### Logic cells by family, run 1

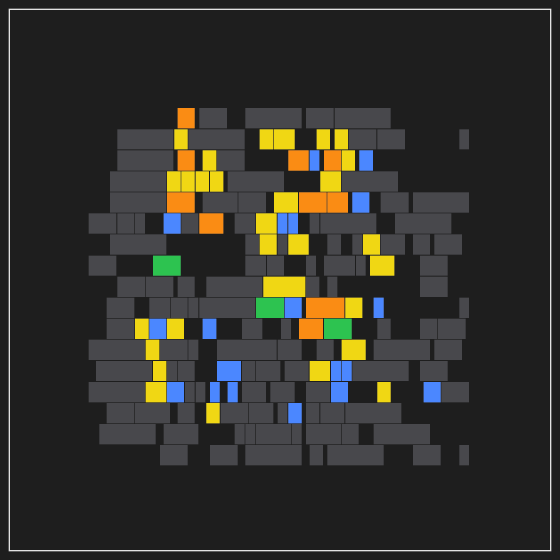
### Clock nets, run 1

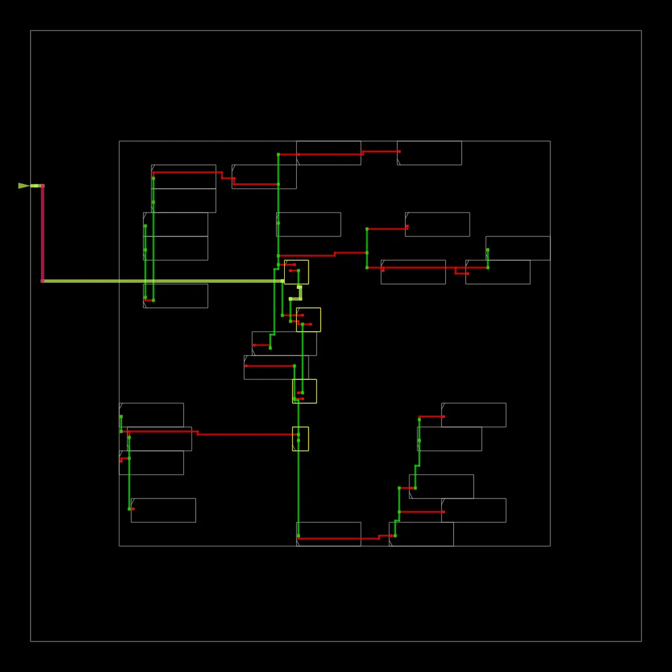
### Sequential cells grouped by signal name, run 1

Other sequential cells in the stronger grey, the rest of the logic in the fainter grey.
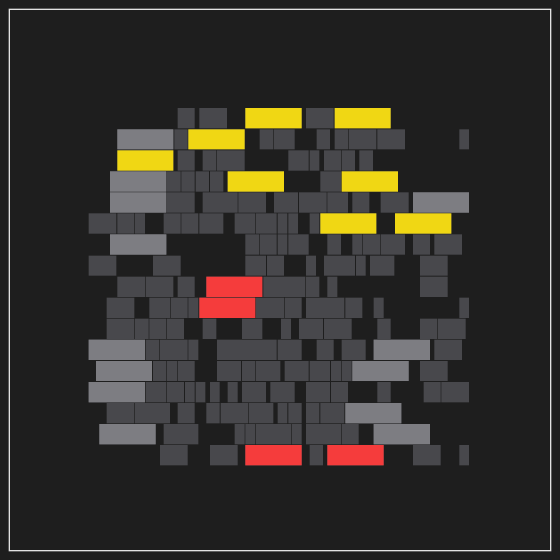
### Clock wires, drivers and flops, run 1

Scale bar: 20 um.
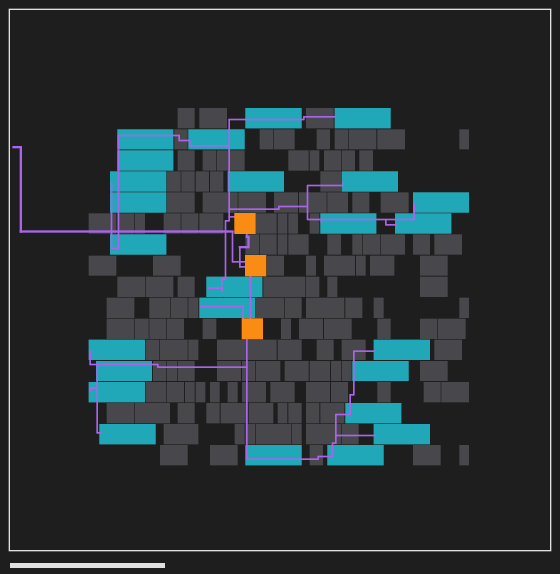
==> src/rtl/mod12_pkg.sv <==
//----------------------------------------------------------------------------
// mod12_pkg : shared constants, event type and step classifier for mod-12
// Rev 1.0   : initial release
//----------------------------------------------------------------------------
`default_nettype none

package mod12_pkg;

   localparam logic [3:0] MOD12_MAX      = 4'd11;
   localparam logic [3:0] DISP_ZERO_TENS = 4'd1;
   localparam logic [3:0] DISP_ZERO_ONES = 4'd2;

   typedef enum logic [2:0] {
      EV_NONE,
      EV_LOAD,
      EV_STEP,
      EV_CARRY,
      EV_BORROW,
      EV_ILLEGAL
   } mod12_ev_e;

   // Classifies one counter transition prev -> cur under the controls that produced it.
   function automatic mod12_ev_e classify(
      input logic       vld,
      input logic       ld,
      input logic       up,
      input logic [3:0] prev,
      input logic [3:0] cur
   );
      mod12_ev_e ev;
      ev = EV_ILLEGAL;
      if (!vld) begin
         ev = EV_NONE;
      end else if (ld) begin
         ev = EV_LOAD;
      end else if (up) begin
         if (prev == MOD12_MAX && cur == 4'd0) begin
            ev = EV_CARRY;
         end else if (prev < MOD12_MAX && cur == prev + 4'd1) begin
            ev = EV_STEP;
         end
      end else begin
         if (prev == 4'd0 && cur == MOD12_MAX) begin
            ev = EV_BORROW;
         end else if (prev != 4'd0 && prev <= MOD12_MAX && cur == prev - 4'd1) begin
            ev = EV_STEP;
         end
      end
      return ev;
   endfunction

endpackage

`default_nettype wire

==> src/rtl/mod12_wrap_monitor_if.sv <==
//----------------------------------------------------------------------------
// mod12_wrap_monitor_if : counter-side inputs and monitor results
// Rev 1.0               : initial release
//----------------------------------------------------------------------------
`default_nettype none

interface mod12_wrap_monitor_if #(
   parameter int TALLY_W = 8
);

   logic [3:0]         cnt;
   logic               load;
   logic               mode;
   logic               clr_err;
   logic               carry_up;
   logic               borrow_dn;
   logic               pm;
   logic [3:0]         hr_tens;
   logic [3:0]         hr_ones;
   logic [TALLY_W-1:0] tally;
   logic               step_err;
   logic               range_err;

   modport master (
      output cnt, load, mode, clr_err,
      input  carry_up, borrow_dn, pm, hr_tens, hr_ones, tally, step_err, range_err
   );

   modport slave (
      input  cnt, load, mode, clr_err,
      output carry_up, borrow_dn, pm, hr_tens, hr_ones, tally, step_err, range_err
   );

endinterface

`default_nettype wire

==> src/rtl/mod12_to_bcd12.sv <==
//----------------------------------------------------------------------------
// mod12_to_bcd12 : combinational count -> 12-hour BCD hour (0 shows as 12)
// Rev 1.0        : initial release
//----------------------------------------------------------------------------
`default_nettype none

module mod12_to_bcd12
   import mod12_pkg::*;
(
   input  logic [3:0] cnt,
   output logic [3:0] tens,
   output logic [3:0] ones
);

   // Results for cnt >= 12 are don't-care; the caller holds its display then.
   always_comb begin
      tens = 4'd0;
      ones = cnt;
      if (cnt == 4'd0) begin
         tens = DISP_ZERO_TENS;
         ones = DISP_ZERO_ONES;
      end else if (cnt >= 4'd10) begin
         tens = 4'd1;
         ones = cnt - 4'd10;
      end
   end

endmodule

`default_nettype wire

==> src/rtl/mod12_wrap_monitor.sv <==
//----------------------------------------------------------------------------
// mod12_wrap_monitor : wrap pulses, AM/PM, wrap tally, display and error flags
// Rev 1.0            : initial release
//----------------------------------------------------------------------------
`default_nettype none

module mod12_wrap_monitor
   import mod12_pkg::*;
#(
   parameter int TALLY_W = 8,
   parameter int MOD     = 12
) (
   input  logic                 clk,
   input  logic                 rst,
   mod12_wrap_monitor_if.slave  bus
);

   logic [3:0]         prev_q, prev_d;
   logic               ld_q, ld_d;
   logic               md_q, md_d;
   logic               vld_q, vld_d;
   logic               carry_up_q, carry_up_d;
   logic               borrow_dn_q, borrow_dn_d;
   logic               pm_q, pm_d;
   logic [TALLY_W-1:0] tally_q, tally_d;
   logic               step_err_q, step_err_d;
   logic               range_err_q, range_err_d;
   logic [3:0]         hr_tens_q, hr_tens_d;
   logic [3:0]         hr_ones_q, hr_ones_d;

   logic [3:0]         bcd_tens;
   logic [3:0]         bcd_ones;
   logic               in_range;
   logic               wrap;
   mod12_ev_e          ev;

   mod12_to_bcd12 u_bcd (
      .cnt  (bus.cnt),
      .tens (bcd_tens),
      .ones (bcd_ones)
   );

   assign in_range = (int'(bus.cnt) < MOD);

   always_comb begin
      ev          = classify(vld_q, ld_q, md_q, prev_q, bus.cnt);
      carry_up_d  = (ev == EV_CARRY);
      borrow_dn_d = (ev == EV_BORROW);
      wrap        = carry_up_d | borrow_dn_d;
      pm_d        = pm_q ^ wrap;
      tally_d     = tally_q;
      if (wrap && tally_q != {TALLY_W{1'b1}}) begin
         tally_d = tally_q + TALLY_W'(1);
      end
      // A new error in the clearing cycle must survive the clear.
      step_err_d  = (step_err_q & ~bus.clr_err) | (ev == EV_ILLEGAL);
      range_err_d = (range_err_q & ~bus.clr_err) | ~in_range;
      hr_tens_d   = in_range ? bcd_tens : hr_tens_q;
      hr_ones_d   = in_range ? bcd_ones : hr_ones_q;
      prev_d      = bus.cnt;
      ld_d        = bus.load;
      md_d        = bus.mode;
      vld_d       = 1'b1;
   end

   always_ff @(posedge clk) begin
      if (rst) begin
         prev_q      <= 4'd0;
         ld_q        <= 1'b0;
         md_q        <= 1'b0;
         vld_q       <= 1'b0;
         carry_up_q  <= 1'b0;
         borrow_dn_q <= 1'b0;
         pm_q        <= 1'b0;
         tally_q     <= '0;
         step_err_q  <= 1'b0;
         range_err_q <= 1'b0;
         hr_tens_q   <= DISP_ZERO_TENS;
         hr_ones_q   <= DISP_ZERO_ONES;
      end else begin
         prev_q      <= prev_d;
         ld_q        <= ld_d;
         md_q        <= md_d;
         vld_q       <= vld_d;
         carry_up_q  <= carry_up_d;
         borrow_dn_q <= borrow_dn_d;
         pm_q        <= pm_d;
         tally_q     <= tally_d;
         step_err_q  <= step_err_d;
         range_err_q <= range_err_d;
         hr_tens_q   <= hr_tens_d;
         hr_ones_q   <= hr_ones_d;
      end
   end

   assign bus.carry_up  = carry_up_q;
   assign bus.borrow_dn = borrow_dn_q;
   assign bus.pm        = pm_q;
   assign bus.tally     = tally_q;
   assign bus.step_err  = step_err_q;
   assign bus.range_err = range_err_q;
   assign bus.hr_tens   = hr_tens_q;
   assign bus.hr_ones   = hr_ones_q;

endmodule

`default_nettype wire
==> src/flat_wrapper.sv <==
// flat-port wrapper written by rule: the top's interface ports become plain ports
module mod12_wrap_monitor_flat import mod12_pkg::*;
#(
   parameter int TALLY_W = 8,
   parameter int MOD     = 12
)
  (clk, rst, bus_cnt, bus_load, bus_mode, bus_clr_err, bus_carry_up, bus_borrow_dn, bus_pm, bus_hr_tens, bus_hr_ones, bus_tally, bus_step_err, bus_range_err);
  mod12_wrap_monitor_if #(.TALLY_W(TALLY_W)) bus_i ();
  input  logic clk;
  input  logic rst;
  input wire logic [$bits(bus_i.cnt)-1:0] bus_cnt;
  input wire logic [$bits(bus_i.load)-1:0] bus_load;
  input wire logic [$bits(bus_i.mode)-1:0] bus_mode;
  input wire logic [$bits(bus_i.clr_err)-1:0] bus_clr_err;
  output wire logic [$bits(bus_i.carry_up)-1:0] bus_carry_up;
  output wire logic [$bits(bus_i.borrow_dn)-1:0] bus_borrow_dn;
  output wire logic [$bits(bus_i.pm)-1:0] bus_pm;
  output wire logic [$bits(bus_i.hr_tens)-1:0] bus_hr_tens;
  output wire logic [$bits(bus_i.hr_ones)-1:0] bus_hr_ones;
  output wire logic [$bits(bus_i.tally)-1:0] bus_tally;
  output wire logic [$bits(bus_i.step_err)-1:0] bus_step_err;
  output wire logic [$bits(bus_i.range_err)-1:0] bus_range_err;
  assign bus_i.cnt = bus_cnt;
  assign bus_i.load = bus_load;
  assign bus_i.mode = bus_mode;
  assign bus_i.clr_err = bus_clr_err;
  assign bus_carry_up = bus_i.carry_up;
  assign bus_borrow_dn = bus_i.borrow_dn;
  assign bus_pm = bus_i.pm;
  assign bus_hr_tens = bus_i.hr_tens;
  assign bus_hr_ones = bus_i.hr_ones;
  assign bus_tally = bus_i.tally;
  assign bus_step_err = bus_i.step_err;
  assign bus_range_err = bus_i.range_err;
  mod12_wrap_monitor #(.TALLY_W(TALLY_W), .MOD(MOD)) u_core (.clk(clk), .rst(rst), .bus(bus_i));
endmodule
==> config.mk <==
export PLATFORM = sky130hd
export DESIGN_NAME = mod12_wrap_monitor_flat
export DESIGN_NICKNAME = d
export VERILOG_FILES = /design/src/rtl/mod12_pkg.sv /design/src/rtl/mod12_wrap_monitor_if.sv /design/src/rtl/mod12_to_bcd12.sv /design/src/rtl/mod12_wrap_monitor.sv /design/src/flat_wrapper.sv
export SDC_FILE = /design/constraint.sdc
export NUM_CORES = 1
export LEC_CHECK = 0
export ABC_AREA = 0
export CAP_MARGIN = 20
export CORE_MARGIN = 10
export CORE_UTILIZATION = 53
export CTS_CLUSTER_DIAMETER = 40
export DETAILED_ROUTE_END_ITERATION = 8
export PLACE_DENSITY = 0.82
export SLEW_MARGIN = 20
export SYNTH_ARGS = -nofsm -noshare
export SYNTH_HDL_FRONTEND = slang
export SYNTH_SLANG_ARGS = --single-unit
==> constraint.sdc <==
create_clock -name clk -period 4.7 [get_ports clk]
set_clock_uncertainty 0.15 [all_clocks]
set_input_delay 1.175 -clock clk [delete_from_list [all_inputs] [get_ports clk]]
set_output_delay 1.175 -clock clk [all_outputs]
set_load 0.03 [all_outputs]
==> out/summary.txt, run 1 <==
Result of the run: finished, final reports clean
Class of the worst hold path: reg -> reg
Die area: 0.00486 mm2
Top cells by area: dfxtp_1 (38%), ha_1 (4.8%), a21oi_1 (3.8%)
Unrepaired setup endpoints after global routing: false
Via/cell ratio: 5.73
Sequential fraction of the synthesis area: 0.382
Seq. cell area: 500 um2
Number of synthesized register bits: 25
DRC violation count after routing: 0
Count of input and output buffers: 26
First-pass GRT wire length: 4910 um
Antenna diode instance count: 0
Most repeated cell in the gate-level netlist after synthesis: dfxtp_1
Most instantiated cells after synthesis: dfxtp_1 (25), a21oi_1 (10), nor2_1 (9)
Post-route worst hold slack: 0.332 ns
Number of antenna violations at the first check in global routing: 0
CTS tree: yes
Maximum number of pins on one net before global-route repair: 26
Commonest non-fill, non-tap cell in the layout: clkdlybuf4s50_1
Number of setup violations in the final report: 0
Count of distinct cell types in the synthesized netlist: 41
Number of clock buffers inserted by TritonCTS: 3
YS chip area: 0.00131 mm2
Largest fanout on the critical path: 14
Critical path buffer and inverter count: 1
CTS-repair resized insts: 0
Drt first-iter violations: 51
Master of the slowest instance on the critical path: clkdlybuf4s50_1
Cell type with the largest total area after synthesis: dfxtp_1
Die width: 69.7 um
Warnings from Yosys: 0
Standby leakage power: 0.558 nW
Final total power: 0.393 mW
Post-CTS clock slew at the launch and capture registers of the worst setup and hold paths: 0.14 ns
Total I/O pin count: 30
Start-to-end type of the worst setup path: in -> reg
Number of buffers inserted to repair setup after CTS: 0
Root Buffer: clkbuf_4
Relative slew slack: 0.421
Crit path max-delay family: simple AND/OR/NAND/NOR gates
Final Hold Violating Endpoints: 0
Total number of warnings across the stage logs: 28
Relative area change from synthesis to final layout: 20.3%
Setup ws final: 1.61 ns
Multi-input combinational cell area: 724 um2
Worst IR Drop VDD: 0.169 mV
P per Cell Area: 249 mW/mm2
Global-route congestion overflow total: 0
Detailed-router iteration count before antenna repair: 4
Minimum period implied by the final worst setup slack: 3.09 ns
Final net count: 185
Max-cap violations: 0
Arrival time of data at the critical path endpoint: 3.18 ns
Total of hold buffers inserted after clock tree synthesis: 0
Weighted congestion reported at the end of routability-driven placement: 0.930
Startpoint type of the worst setup path: input pin
Total global routing track utilization: 0.115
Die boundary height: 69.7 um
Most instantiated flip-flop cell in the synthesis netlist: dfxtp_1
Syn_area_per_cell: 8.86 um2
Flip-flop count of the largest register, all copies and words added: 8
Slew @ Worst Pin: 0.866 ns
Total Wirelength: 2880 um
Element type at the critical path end: flip-flop
Final-layout setup total negative slack: 0 ns
Critical Path Max Stage Delay: 0.62 ns
Maximum buffer depth of the clock tree: 2
Ys async rst share: 0
Starting density of the core: 0.576
Post-detail-place hpwl: 2220 um
Antenna Violating Nets Remaining: 0
Flip-flops with a built-in enable: 0
Wirelength per Cell: 14.6 um
Worst slack at placement: 1.31 ns
Fill cells: 176
Core ar.: 0.00228 mm2
Cell area after layout: 0.00158 mm2
Top area contributor share: 0.382
Worst path cell trace: clkdlybuf4s50_1 > nor4_4 > a2bb2oi_2 > or4_1 > a21oi_1
Area after detailed placement: 0.00155 mm2
Most instantiated logic cells after routing: clkdlybuf4s50_1 (26), dfxtp_1 (25), a21oi_1 (10), nor2_1 (9)
Share of layout cells above drive strength 1: 0.0471
Synthesized instance count: 148
Final tally of max-slew violations: 0
Clock network latency to the later pin of the worst-skew pair: 0.31 ns
Via Count: 1,135
Standard-cell rows: 17
CTS H-tree depth: 1
Worst endpoint required time: 4.79 ns
Post-synthesis cell area: 0.00131 mm2
Cell count in the Yosys report: 148
Top achievable clock speed: 324 MHz
Fin crit share: 0.658
Number of global-route vias before repair: 1,106
## Picture notes: 'Logic cells by family'
Yellow shows inverting AOI/OAI gates, cells 29, most used a21oi_1. Blue shows NAND gates, cells 19, most used nand2_1. Orange shows AND and OR gates, cells 10, most used or3_1. Green shows AND-OR and OR-AND gates, cells 3, most used a311o_1.

## Picture notes: 'Clock nets'
Power Clock: 0.0941 mW
number of sinks driven by the clock tree: 25

## Picture notes: 'Sequential cells grouped by signal name'
Red shows `u_core.prev_q`, sequential cells 4. Yellow shows `u_core.bus.tally`, sequential cells 8.

## Picture notes: 'Clock wires, drivers and flops'
Cyan shows flip-flops, count 25. Purple shows clock wires, length 278 um. Orange shows clock drivers, count 3.
There are 4 routed clock nets.

==> run 1: final cells by class <==
| type | count | area share |
|---|---|---|
| Clock buffer | 3 | 0.0143 |
| Multi-Input combinational cell | 107 | 0.459 |
| Sequential cell | 25 | 0.317 |
| Clock inverter | 1 | 0.00317 |
| Timing Repair Buffer | 26 | 0.165 |
| Inverter | 8 | 0.0190 |
| Tap cell | 28 | 0.0222 |
==> run 1: kinds of logic after synthesis <==
kind of cell / Yosys count / share of synthesized area
compound gates: 32 / 0.165
xor+xnor: 8 / 0.0534
mux: 1 / 0.00859
other cells: 1 / 0.00286
buf+inv: 18 / 0.0716
simple gates: 58 / 0.269
fa+ha+maj: 5 / 0.0477
flops: 25 / 0.382
==> run 1: layer usage <==
metal  vias up  track usage  routed length [um]
met1       536        0.147                1350
met3         2       0.0414                 199
li1        571            -                   -
met5         -            0                   0
met2        26        0.174                1320
met4         0       0.0391                  10
==> run 1: metrics by stage <==
| step | utilization | cells |
|---|---|---|
| CTS | 0.693 | 198 |
| global placement | 0.681 | 194 |
| finish | 0.693 | 198 |
| global route | 0.693 | 198 |
| floorplan | - | 150 |
| detailed placement | 0.681 | 194 |
==> run 1: path summary, 6_finish.rpt <==
check,startpoint,to,slack (ns),depth (start not counted)
worst max-delay path,bus_cnt[2],u_core.bus.tally[4],1.61,5
worst min register to register,u_core.bus.range_err,u_core.bus.range_err,0.33,2
worst min-delay path,u_core.bus.range_err,u_core.bus.range_err,0.33,2
worst max register to register,u_core.prev_q[0],u_core.bus.tally[4],2.48,6
==> run 1: where the power goes <==
group          switching (mW)  internal, mW
logic                  0.0413        0.0317
registers             0.00649         0.220
clock network          0.0623        0.0318
total                   0.110         0.283
### Cell sizes after repair, run 1

Scale bar: 20 um.
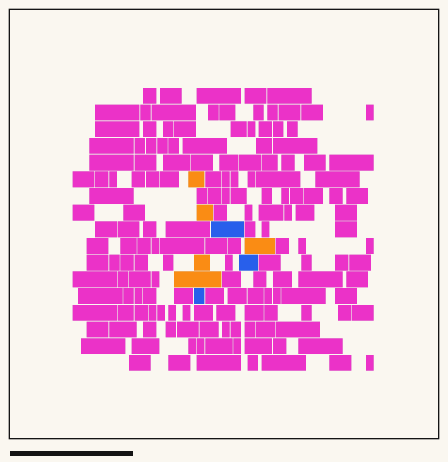

==> run 2: changes to the inputs <==
CORE_UTILIZATION = 44   (was 53)
PLACE_DENSITY = 0.72   (was 0.82)
clock period = 2.5 ns   (was 4.7 ns; I/O delays follow)
### Cell sizes after repair, run 2

Scale bar: 20 um.
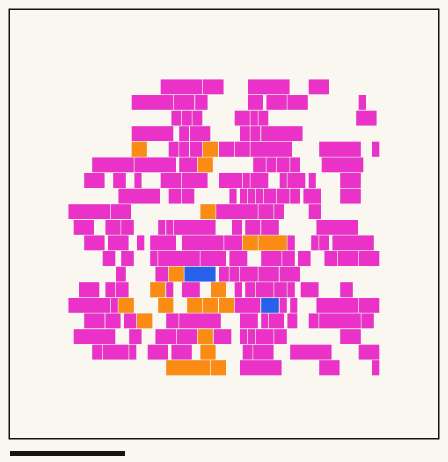
Orange shows _3 and _4 cells, cells 19, share 10%, most used buf_4. Magenta shows _0 and _1 cells, cells 162, share 89%, most used clkdlybuf4s50_1. Blue shows _2 cells, cells 2, share 1.1%.

### Sequential cells grouped by signal name, run 2

Other sequential cells in the stronger grey, the rest of the logic in the fainter grey.
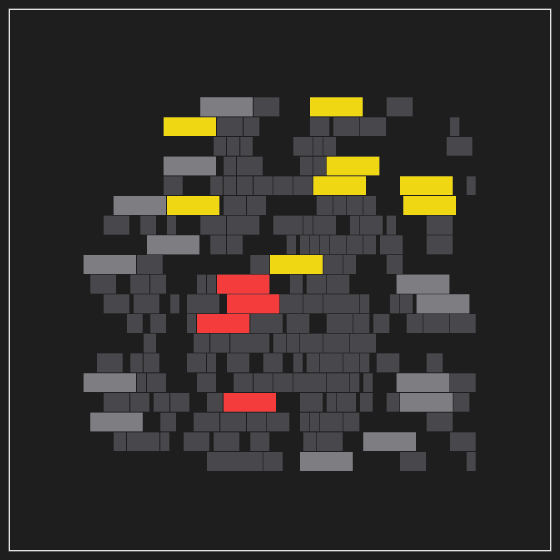
Seq. cell area: 500 um2
register fraction of the total cell area: 0.298

==> run 2 against run 1 <==
Total power increased by 96%. Clock-buffer cell count unchanged. Hold slack improved by 0.0045 ns. Non-clock buffer count grew 13. Clock power rose by 110%. Design area increased by 6.6%. Sequential share of layout area down 2.0 points. First-iteration DRC count up 110%. Synthesized cell count unchanged. Combinational power increased by 110%. Global-route usage is 0.24 points higher. Critical path type is now reg -> out.
==> out/summary.txt, run 2 <==
Wirelength per Cell: 14.7 um (+0.94%)
DRC violation count after routing: 0 (unchanged)
Post-route worst hold slack: 0.337 ns (+0.00447 ns)
Clock network latency to the later pin of the worst-skew pair: 0.33 ns (+0.02 ns)
Worst endpoint required time: 1.73 ns (-3.06 ns)
Most instantiated logic cells after routing: clkdlybuf4s50_1 (26), dfxtp_1 (25), buf_4 (13), a21oi_1 (10), nor2_1 (9)
Total number of warnings across the stage logs: 28 (unchanged)
Instance count along the most critical hold path: 2 (unchanged)
Flip-flops with a built-in enable: 0 (unchanged)
Minimum period implied by the final worst setup slack: 2.28 ns
Start point of the worst min-delay path: u_core.bus.range_err
Weighted congestion reported at the end of routability-driven placement: 0.799 (-14%)
Fin crit share: 0.913
Warnings from Yosys: 0 (unchanged)
Flip-flop count of the largest register, all copies and words added: 8 (unchanged)
R2R Path Start: u_core.prev_q[0]
YS chip area: 0.00131 mm2 (unchanged)
Capture instance of the worst register-to-register path: u_core.bus.tally[4]
Number of setup violations in the final report: 0 (unchanged)
Arrival time of data at the critical path endpoint: 1.51 ns (-1.67 ns)
Number of clock buffers inserted by TritonCTS: 3 (unchanged)
CP endpoint: bus_tally[3]
CP startpoint: u_core.bus.tally[3]
Most repeated cell in the gate-level netlist after synthesis: dfxtp_1
Post-synthesis cell area: 0.00131 mm2 (unchanged)
Via/cell ratio: 5.66 (-1.3%)
Core ar.: 0.00281 mm2 (+23%)
Syn_area_per_cell: 8.86 um2 (unchanged)
Critical path buffer and inverter count: 1 (unchanged)
Number of antenna violations at the first check in global routing: 0 (unchanged)
Relative area change from synthesis to final layout: 28.2%
Largest fanout on the critical path: 7 (-7)
Cell type with the largest total area after synthesis: dfxtp_1
Die area: 0.00556 mm2 (+14%)
Element type at the critical path end: output pin
Synthesized instance count: 148 (unchanged)
Worst IR Drop VDD: 0.247 mV (+46%)
Root Buffer: clkbuf_4
Maximum buffer depth of the clock tree: 2 (unchanged)
Class of the worst hold path: reg -> reg
Number of sinks driven by the clock tree: 25 (unchanged)
Share of layout cells above drive strength 1: 0.115 (+0.0677)
Standard-cell rows: 19 (+2)
Count of distinct cell types in the synthesized netlist: 41 (unchanged)
Count of input and output buffers: 26 (unchanged)
Die width: 74.6 um (+7.0%)
Master of the slowest instance on the critical path: clkdlybuf4s50_1
Antenna Violating Nets Remaining: 0 (unchanged)
First-pass GRT wire length: 5250 um (+6.9%)
Top achievable clock speed: 438 MHz
Drt first-iter violations: 108 (+110%)
Max-cap violations: 0 (unchanged)
Most instantiated cells after synthesis: dfxtp_1 (25), a21oi_1 (10), nor2_1 (9)
CTS H-tree depth: 1 (unchanged)
Antenna diode instance count: 0 (unchanged)
Total I/O pin count: 30 (unchanged)
Comb pwr share: 0.197 (+0.011)
Result of the run: finished, final reports clean
Crit path max-delay family: buffers and inverters
Depth of the worst register-to-register path: 6 (unchanged)
Net Switching: 0.225 mW (+100%)
Maximum number of pins on one net before global-route repair: 16 (-38%)
Total of hold buffers inserted after clock tree synthesis: 0 (unchanged)
Die boundary height: 74.6 um (+7.0%)
P per Cell Area: 458 mW/mm2 (+84%)
Most instantiated flip-flop cell in the synthesis netlist: dfxtp_1
CTS tree: yes
WHS Endpoint: u_core.bus.range_err
Total global routing track utilization: 0.118 (+0.00238)
Instance count on the critical path: 1 (-4)
Startpoint type of the worst setup path: flip-flop
Via Count: 1,211 (+6.7%)
Starting density of the core: 0.467 (-0.109)
Number of global-route vias before repair: 1,146 (+3.6%)
## run 2: cell types whose count changed in the layout (fill, tap and decap cells not counted)
cell / before / now
buf_4: 0 / 13
clkinv_2: 1 / 0
clkinvlp_4: 0 / 1
## run 2: metrics by stage
stage,setup TNS [ns],utilization,instance area [um2],std cells,worst slack (ns)
after floorplan,0,-,1320,150,0.320
after global placement,0,0.589,1650,210,0.0294
after detailed placement,-0.150,0.589,1650,210,-0.0594
after CTS,0,0.599,1680,214,0.200
after global routing,0,0.599,1680,214,0.131
final,0,0.599,1680,214,0.218
## run 2: cell type report
type / count / area, um2
repair buffers: 39 / 358
inverters: 8 / 30.0
well taps: 31 / 38.8
fillers: 241 / 1120
multi-input cells: 107 / 724
flip-flops and latches: 25 / 500
clock inverters: 1 / 7.51
clock buffers: 3 / 22.5
## run 2: power groups by stage
stage / clock (mW) / combinational (mW) / sequential, mW
after floorplan: 0 / 0.0823 / 0.447
after global placement: 0 / 0.148 / 0.432
after detailed placement: 0 / 0.152 / 0.433
after CTS: 0.202 / 0.152 / 0.425
after global routing: 0.218 / 0.167 / 0.427
final: 0.193 / 0.152 / 0.424
## run 2: routing by layer
| layer | GRT usage | wire, um | up-vias |
|---|---|---|---|
| met5 | 0 | 0 | - |
| met4 | 0.0504 | 40 | 0 |
| met3 | 0.0399 | 246 | 4 |
| met2 | 0.191 | 1500 | 35 |
| met1 | 0.138 | 1360 | 570 |
| li1 | - | - | 602 |
## run 2: cells by family after synthesis
kind of cell / synth area share
simple gates: 0.269
mux: 0.00859
buf+inv: 0.0716
fa+ha+maj: 0.0477
flops: 0.382
compound gates: 0.165
other cells: 0.00286
xor+xnor: 0.0534
Power is estimated from default activity; no workload was simulated.
